==> config.mk <==
export PLATFORM = sky130hd
export DESIGN_NAME = bpred_table_writer
export DESIGN_NICKNAME = d
export VERILOG_FILES = /design/src/rtl/bpred_table_writer_pkg.sv /design/src/rtl/bpred_upd_fifo.sv /design/src/rtl/bpred_table_writer.sv
export SDC_FILE = /design/constraint.sdc
export NUM_CORES = 1
export LEC_CHECK = 0
export ABC_AREA = 1
export CAP_MARGIN = 30
export CORE_MARGIN = 5
export CORE_UTILIZATION = 41
export CTS_BUF_LIST = sky130_fd_sc_hd__clkbuf_8 sky130_fd_sc_hd__clkbuf_16
export CTS_CLUSTER_DIAMETER = 50
export CTS_CLUSTER_SIZE = 28
export DETAILED_ROUTE_END_ITERATION = 8
export GPL_TIMING_DRIVEN = 0
export RECOVER_POWER = 25
export SYNTH_ARGS = -nofsm -noshare
export SYNTH_HDL_FRONTEND = slang
export SYNTH_HIERARCHICAL = 1
export SYNTH_SLANG_ARGS = --single-unit
==> constraint.sdc <==
create_clock -name CLK -period 2.72 [get_ports CLK]
set_clock_uncertainty 0.15 [all_clocks]
set_input_delay 0.544 -clock CLK [delete_from_list [all_inputs] [get_ports CLK]]
set_output_delay 0.544 -clock CLK [all_outputs]
set_load 0.05 [all_outputs]
**Run 1: drive-strength map**

Bar = 20 um.
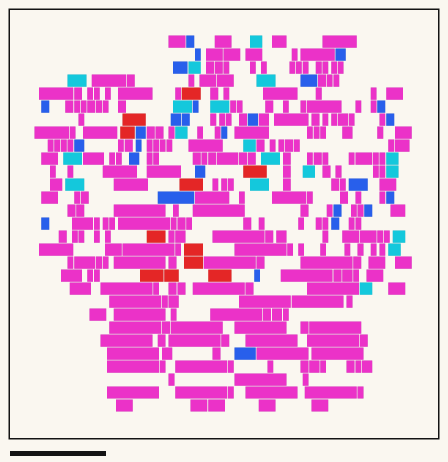
- drive 1 or less: magenta (cells 288)
- drive 3 to 4: cyan (cells 18)
- drive 6 and up: red (cells 11)
- drive 2: blue (cells 27)
worst-case setup margin in the final layout: 0.0949 ns
Plain + repair buffers: 52
Layout area overhead: 23.8%

**Run 1: clock nets**

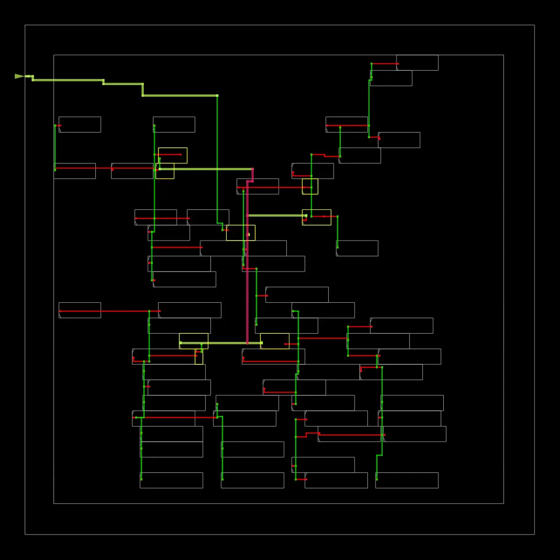
number of clock sinks seen by CTS: 54
tally of clock buffers in the finished layout: 5
clock network power: 0.433 mW
total clock buffers created by CTS: 5

**Run 1: selected gate families**

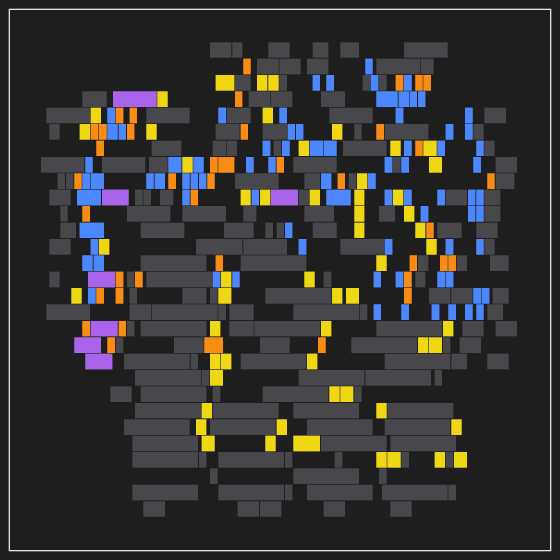
- inverting AOI/OAI gates: yellow (cells 56)
- inverters: orange (cells 40)
- adder and majority cells: purple (cells 7; where left middle)
- NAND gates: blue (cells 80)
count of non-filler cells in the finished layout: 421
logic gate fraction of the total cell area: 30.4%

==> ci_impl_report.md, run 1 <==
### Flow metrics

| Metric | Value |
|---|---|
| Starting DRT DRC Count | 117 |
| Dominant cell type by area after synthesis | edfxtp_1 |
| Maximum ir drop on the vdd rail | 256 uV |
| Final count of pins violating max slew | 0 |
| Buffer count from post-CTS setup fixing | 0 |
| Sequential cell area share | 44.9% |
| Max-cap violation count | 0 |
| Worst-case hold slack | 0.350 ns |
| Buffer levels on the longest clock path | 2 |
| Highest-power group | sequential cells |
| Final Hold Vio Count | 0 |
| Cell total after placement | 412 |
| Sequential share of power | 58.7% |
| Fp_density | 41.6% |
| Die W | 89.6 um |
| Maximum level of the CTS H-tree | 2 |
| Vias after detailed routing | 2028 |
| Status | finished, final reports clean |
| Fraction of final layout cells sized beyond drive strength 1 | 16.3% |
| Final core area utilization | 51.5% |
| Standard cell area after detailed placement | 3170 um^2 |
| Area figure in the yosys stat output | 2600 um^2 |
| Combinational gates | 190 |
| Ant. Diodes | 0 |
| AND-OR/OR-AND share of the synthesized area | 11.3% |
| Top cells by area, synth | edfxtp_1 42%, dfxtp_1 14%, nand2_1 9.5% |
| Total negative slack | 0 ns |
| Routed wire length | 5610 um |
| Share of the clock period used by the worst path after layout | 96.5% |
| Largest net degree at the start of global routing | 18 |
| Worst setup slack for register-to-register paths | 0.26 ns |
| Boundary Pins | 47 |
| Number of gates given a new drive strength after cts | 64 |
| Non-clock buffer share | 14.1% |
| GRT Util Overall | 14.8% |
| Ys cells | 289 |
| FFs w/ async S/R, synth | 0% |
| Number of hold buffers added after CTS | 0 |
| Worst-path cell chain | buf_6, inv_6, buf_6, nor2_1, o22ai_1, nand2_1, o21ai_0, nand2_1, nand2_1, clkbuf_4 |
| Crit path top cell by count | nand2_1 |
| Count of library flops with an enable pin | 36 |
| TritonCTS clock tree | built |
| Routability Congestion | 0.809 |
| Power of the sequential group | 0.903 mW |
| Dominant non-sequential cell family after synthesis | simple AND/OR/NAND/NOR gates |
| Grt peak-use layer | met2 |
| Invs w/o clock | 40 |
| Slowest cell on crit path | dfxtp_1 |
==> run 1: placed cells by master (no fill, tap or decap), types with 4 or more instances in the layout <==
| cell type | count |
|---|---|
| a21oi_1 | 13 |
| buf_2 | 4 |
| buf_4 | 4 |
| buf_6 | 4 |
| clkbuf_2 | 6 |
| clkbuf_4 | 4 |
| clkbuf_8 | 5 |
| clkdlybuf4s50_1 | 18 |
| dfxtp_1 | 17 |
| dlygate4sd3_1 | 7 |
| edfxtp_1 | 36 |
| ha_1 | 6 |
| inv_1 | 33 |
| inv_2 | 5 |
| nand2_1 | 65 |
| nand3_1 | 7 |
| nor2_1 | 36 |
| nor2_4 | 5 |
| o21ai_0 | 27 |
| o21ai_1 | 4 |
| o22ai_1 | 10 |
**Run 1: sequential cells coloured by netlist name**

Other sequential cells in the stronger grey, the rest of the logic in the fainter grey.
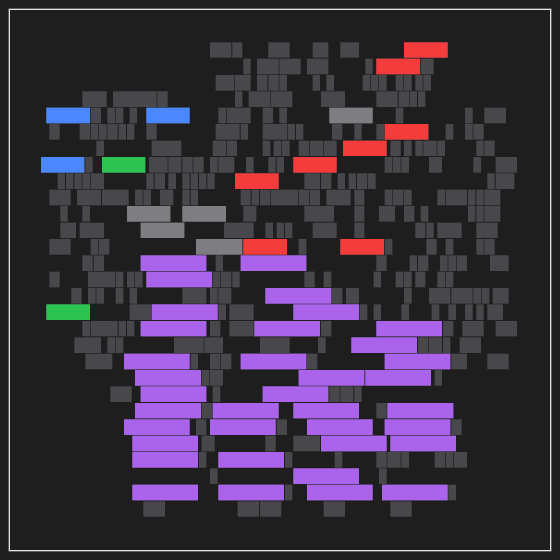

==> run 2, diff against run 1 <==
--- a/config.mk
+++ b/config.mk
@@ -7,7 +7,7 @@
 export LEC_CHECK = 0
 export ABC_AREA = 1
 export CAP_MARGIN = 30
-export CORE_MARGIN = 5
+export CORE_MARGIN = 2
 export CORE_UTILIZATION = 41
 export CTS_BUF_LIST = sky130_fd_sc_hd__clkbuf_8 sky130_fd_sc_hd__clkbuf_16
 export CTS_CLUSTER_DIAMETER = 50
**Run 2: sequential cells coloured by netlist name**

Other sequential cells in the stronger grey, the rest of the logic in the fainter grey.
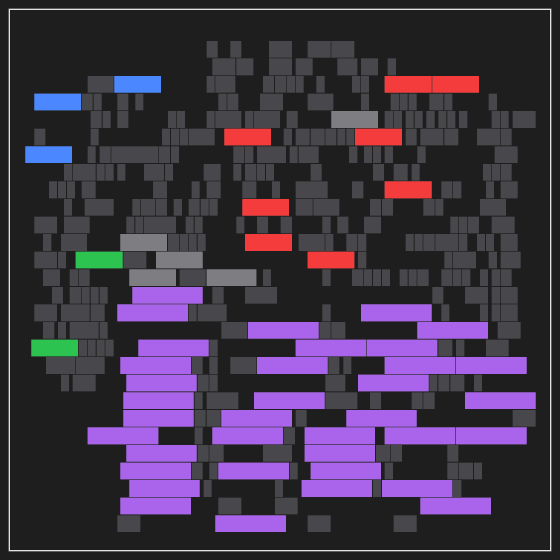
- u_upd_fifo/count: blue (placed flops 3)
- u_upd_fifo/wr_ptr: green (placed flops 2)
- u_upd_fifo/mem: purple (placed flops 36)
- sweep_ptr: red (placed flops 8)
- not coloured: 5
sequential cell area share: 44.7%
sequential standard cell area: 1440 um^2
power of the sequential group: 0.903 mW

**Run 2: clock nets**

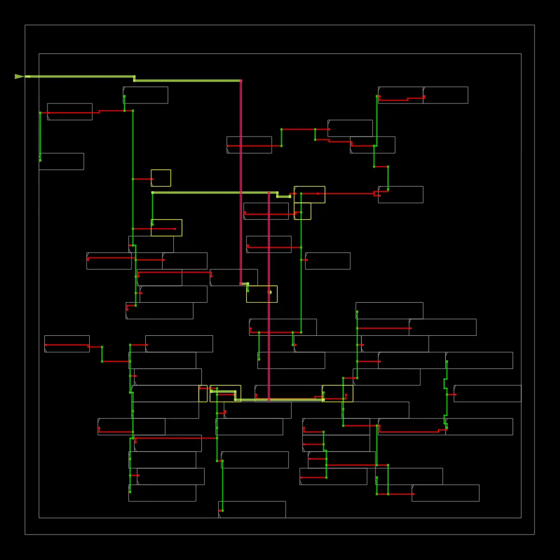
final sequential cell count: 54
clock network power: 0.450 mW
Worst-Skew Late Latency: 0.31 ns

==> ci_impl_report.md, run 2 <==
### Flow metrics

| Metric | Value |
|---|---|
| Total clock buffers created by CTS | 5 (unchanged) |
| Total die size | 6990 um^2 (was 8030 um^2) |
| Tally of clock buffers in the finished layout | 5 (unchanged) |
| Biggest area consumer among cell classes | registers (unchanged) |
| Buffers and inverters on the worst path | 5 (was 4) |
| Routed wire length | 5620 um (was 5610 um) |
| Worst setup slack for register-to-register paths | 0.26 ns (about the same) |
| Transition time of the tightest slew-check pin | 0.883 ns (was 0.912 ns) |
| Fin nets | 375 (unchanged) |
| Worst-case hold slack | 0.342 ns (was 0.350 ns) |
| Fraction of final layout cells sized beyond drive strength 1 | 17.2% (was 16.3%) |
| Number of hold buffers added after CTS | 0 (unchanged) |
| Net switching share of the total power | 26.5% (was 25.6%) |
| Ant. Diodes | 0 (unchanged) |
| Top cells by area, synth | edfxtp_1 42%, dfxtp_1 14%, nand2_1 9.5% (unchanged) |
| Invs w/o clock | 41 (was 40) |
| Non-clock buffer share | 13.9% (was 14.1%) |
| Number of clock sinks seen by CTS | 54 (unchanged) |
| GRT Util Overall | 16.4% (was 14.8%) |
| Fp_density | 43.1% (was 41.6%) |
| Vias after detailed routing | 2045 (was 2028) |
| Area figure in the yosys stat output | 2600 um^2 (unchanged) |
| Crit path top cell by count | buf_6 (was nand2_1) |
| Buffer levels on the longest clock path | 2 (unchanged) |
| Largest net degree at the start of global routing | 18 (unchanged) |
| Final Hold Vio Count | 0 (unchanged) |
| Dominant cell type by area after synthesis | edfxtp_1 (unchanged) |
| Maximum ir drop on the vdd rail | 259 uV (was 256 uV) |
| Required @ worst endpoint | 2.03 ns (about the same) |
| Max-cap violation count | 0 (unchanged) |
| Area used by multi-input combinational logic | 988 um^2 (was 976 um^2) |
| Ys cells | 289 (unchanged) |
| Final count of pins violating max slew | 0 (unchanged) |
| Cell depth of the worst hold path | 2 (unchanged) |
| Die W | 83.6 um (was 89.6 um) |
| Final Critical Period | 2.60 ns (was 2.63 ns) |
| Post-synth top flop | edfxtp_1 (unchanged) |
| Number of remaining DRC errors | 0 (unchanged) |
| Layout area overhead | 24.2% (was 23.8%) |
| Number of gates given a new drive strength after cts | 57 (was 64) |
| CP Data Arrival Time | 1.91 ns (was 1.93 ns) |
| Overall die height | 83.6 um (was 89.6 um) |
| Maximum frequency from static timing analysis | 385 MHz (was 381 MHz) |
| Initial DRT Pass Iterations | 4 (unchanged) |
| Total negative slack | 0 ns (unchanged) |
| Slowest cell on crit path | clkdlybuf4s15_1 (was dfxtp_1) |
| Largest stage delay, worst path | 0.49 ns (was 0.32 ns) |
| IO Port Bufs | 46 (unchanged) |
| Internal | 1.15 mW (about the same) |
| Maximum level of the CTS H-tree | 2 (unchanged) |
| Share of the clock period used by the worst path after layout | 95.6% (was 96.5%) |
| Status | finished, final reports clean (unchanged) |
| Nature of the critical path endpoint | output port (unchanged) |
| Routability Congestion | 0.797 (was 0.809) |
| Plain + repair buffers | 51 (was 52) |
| Combinational gates | 190 (unchanged) |
| Starting DRT DRC Count | 126 (was 117) |
| Final setup viols | 0 (unchanged) |
| Critical setup path kind | flip-flop to output port (unchanged) |
| Worst-path cell chain | buf_6, inv_6, buf_6, nor2_1, o22ai_2, nand2_1, inv_1, clkdlybuf4s15_1 (was buf_6, inv_6, buf_6, nor2_1, o22ai_1, nand2_1, o21ai_0, nand2_1, nand2_1, clkbuf_4) |
| Standard cell area after detailed placement | 3160 um^2 (was 3170 um^2) |
| TritonCTS clock tree | built (unchanged) |
| Boundary Pins | 47 (unchanged) |
| Final core area utilization | 53.6% (was 51.5%) |
| Most used cells in the layout excluding fill and tap cells | 65 x nand2_1, 36 x edfxtp_1, 35 x nor2_1 (was 65 x nand2_1, 36 x nor2_1, 36 x edfxtp_1) |
| Share of total power in combinational logic | 13.1% (was 13.2%) |
| Worst-case setup margin in the final layout | 0.121 ns (was 0.0949 ns) |
| Buffer count from post-CTS setup fixing | 0 (unchanged) |
| Count of library flops with an enable pin | 36 (unchanged) |
| Mean routed wirelength per cell | 13.4 um (was 13.3 um) |
| FFs w/ async S/R, synth | 0% (unchanged) |
| Sequential share of power | 58.0% (was 58.7%) |
| Syn_nets | 321 (unchanged) |
| Cell area after layout | 3230 um^2 (was 3220 um^2) |
| Cell total after placement | 410 (was 412) |
| Post-placement worst setup slack | -0.724 ns (was -0.725 ns) |
| Well-tap cell count | 75 (was 77) |
**Run 2: selected gate families**

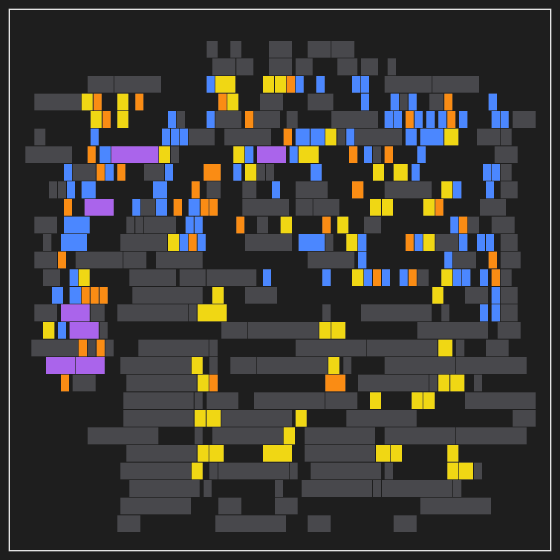
- inverting AOI/OAI gates: yellow (cells 56)
- adder and majority cells: purple (cells 7)
- inverters: orange (cells 41)
- NAND gates: blue (cells 80)
count of non-filler cells in the finished layout: 419
leading cell type in the layout, fill and taps excluded: nand2_1
logic gate fraction of the total cell area: 30.6%

==> run 2: power groups by stage <==
stage	registers (mW)	logic [mW]	clock network, mW
floorplan	0.921	0.121	0
global placement	0.922	0.209	0
detailed placement	0.922	0.211	0
CTS	0.904	0.202	0.457
global route	0.906	0.225	0.484
finish	0.903	0.205	0.450
==> run 2: per-layer routing <==
| metal | part of all wire, % | wire, um | global-route usage [%] |
|---|---|---|---|
| met4 | 1.5 | 82 | 4.84 |
| met3 | 5.3 | 300 | 4.35 |
| met1 | 49 | 2750 | 21.7 |
| met2 | 44 | 2480 | 26.5 |
| met5 | 0 | 0 | 0 |
==> run 2: kinds of logic after synthesis <==
logic type	count (synthesis)	synth area share (%)
adders and majority gates	7	3.66
AOI/OAI and AO/OA	56	11.3
DFF	54	55.5
buffers and inverters	45	8.00
and+or+nand+nor	127	21.5
Power figures rest on the tool's default switching activity, not on a simulated workload.
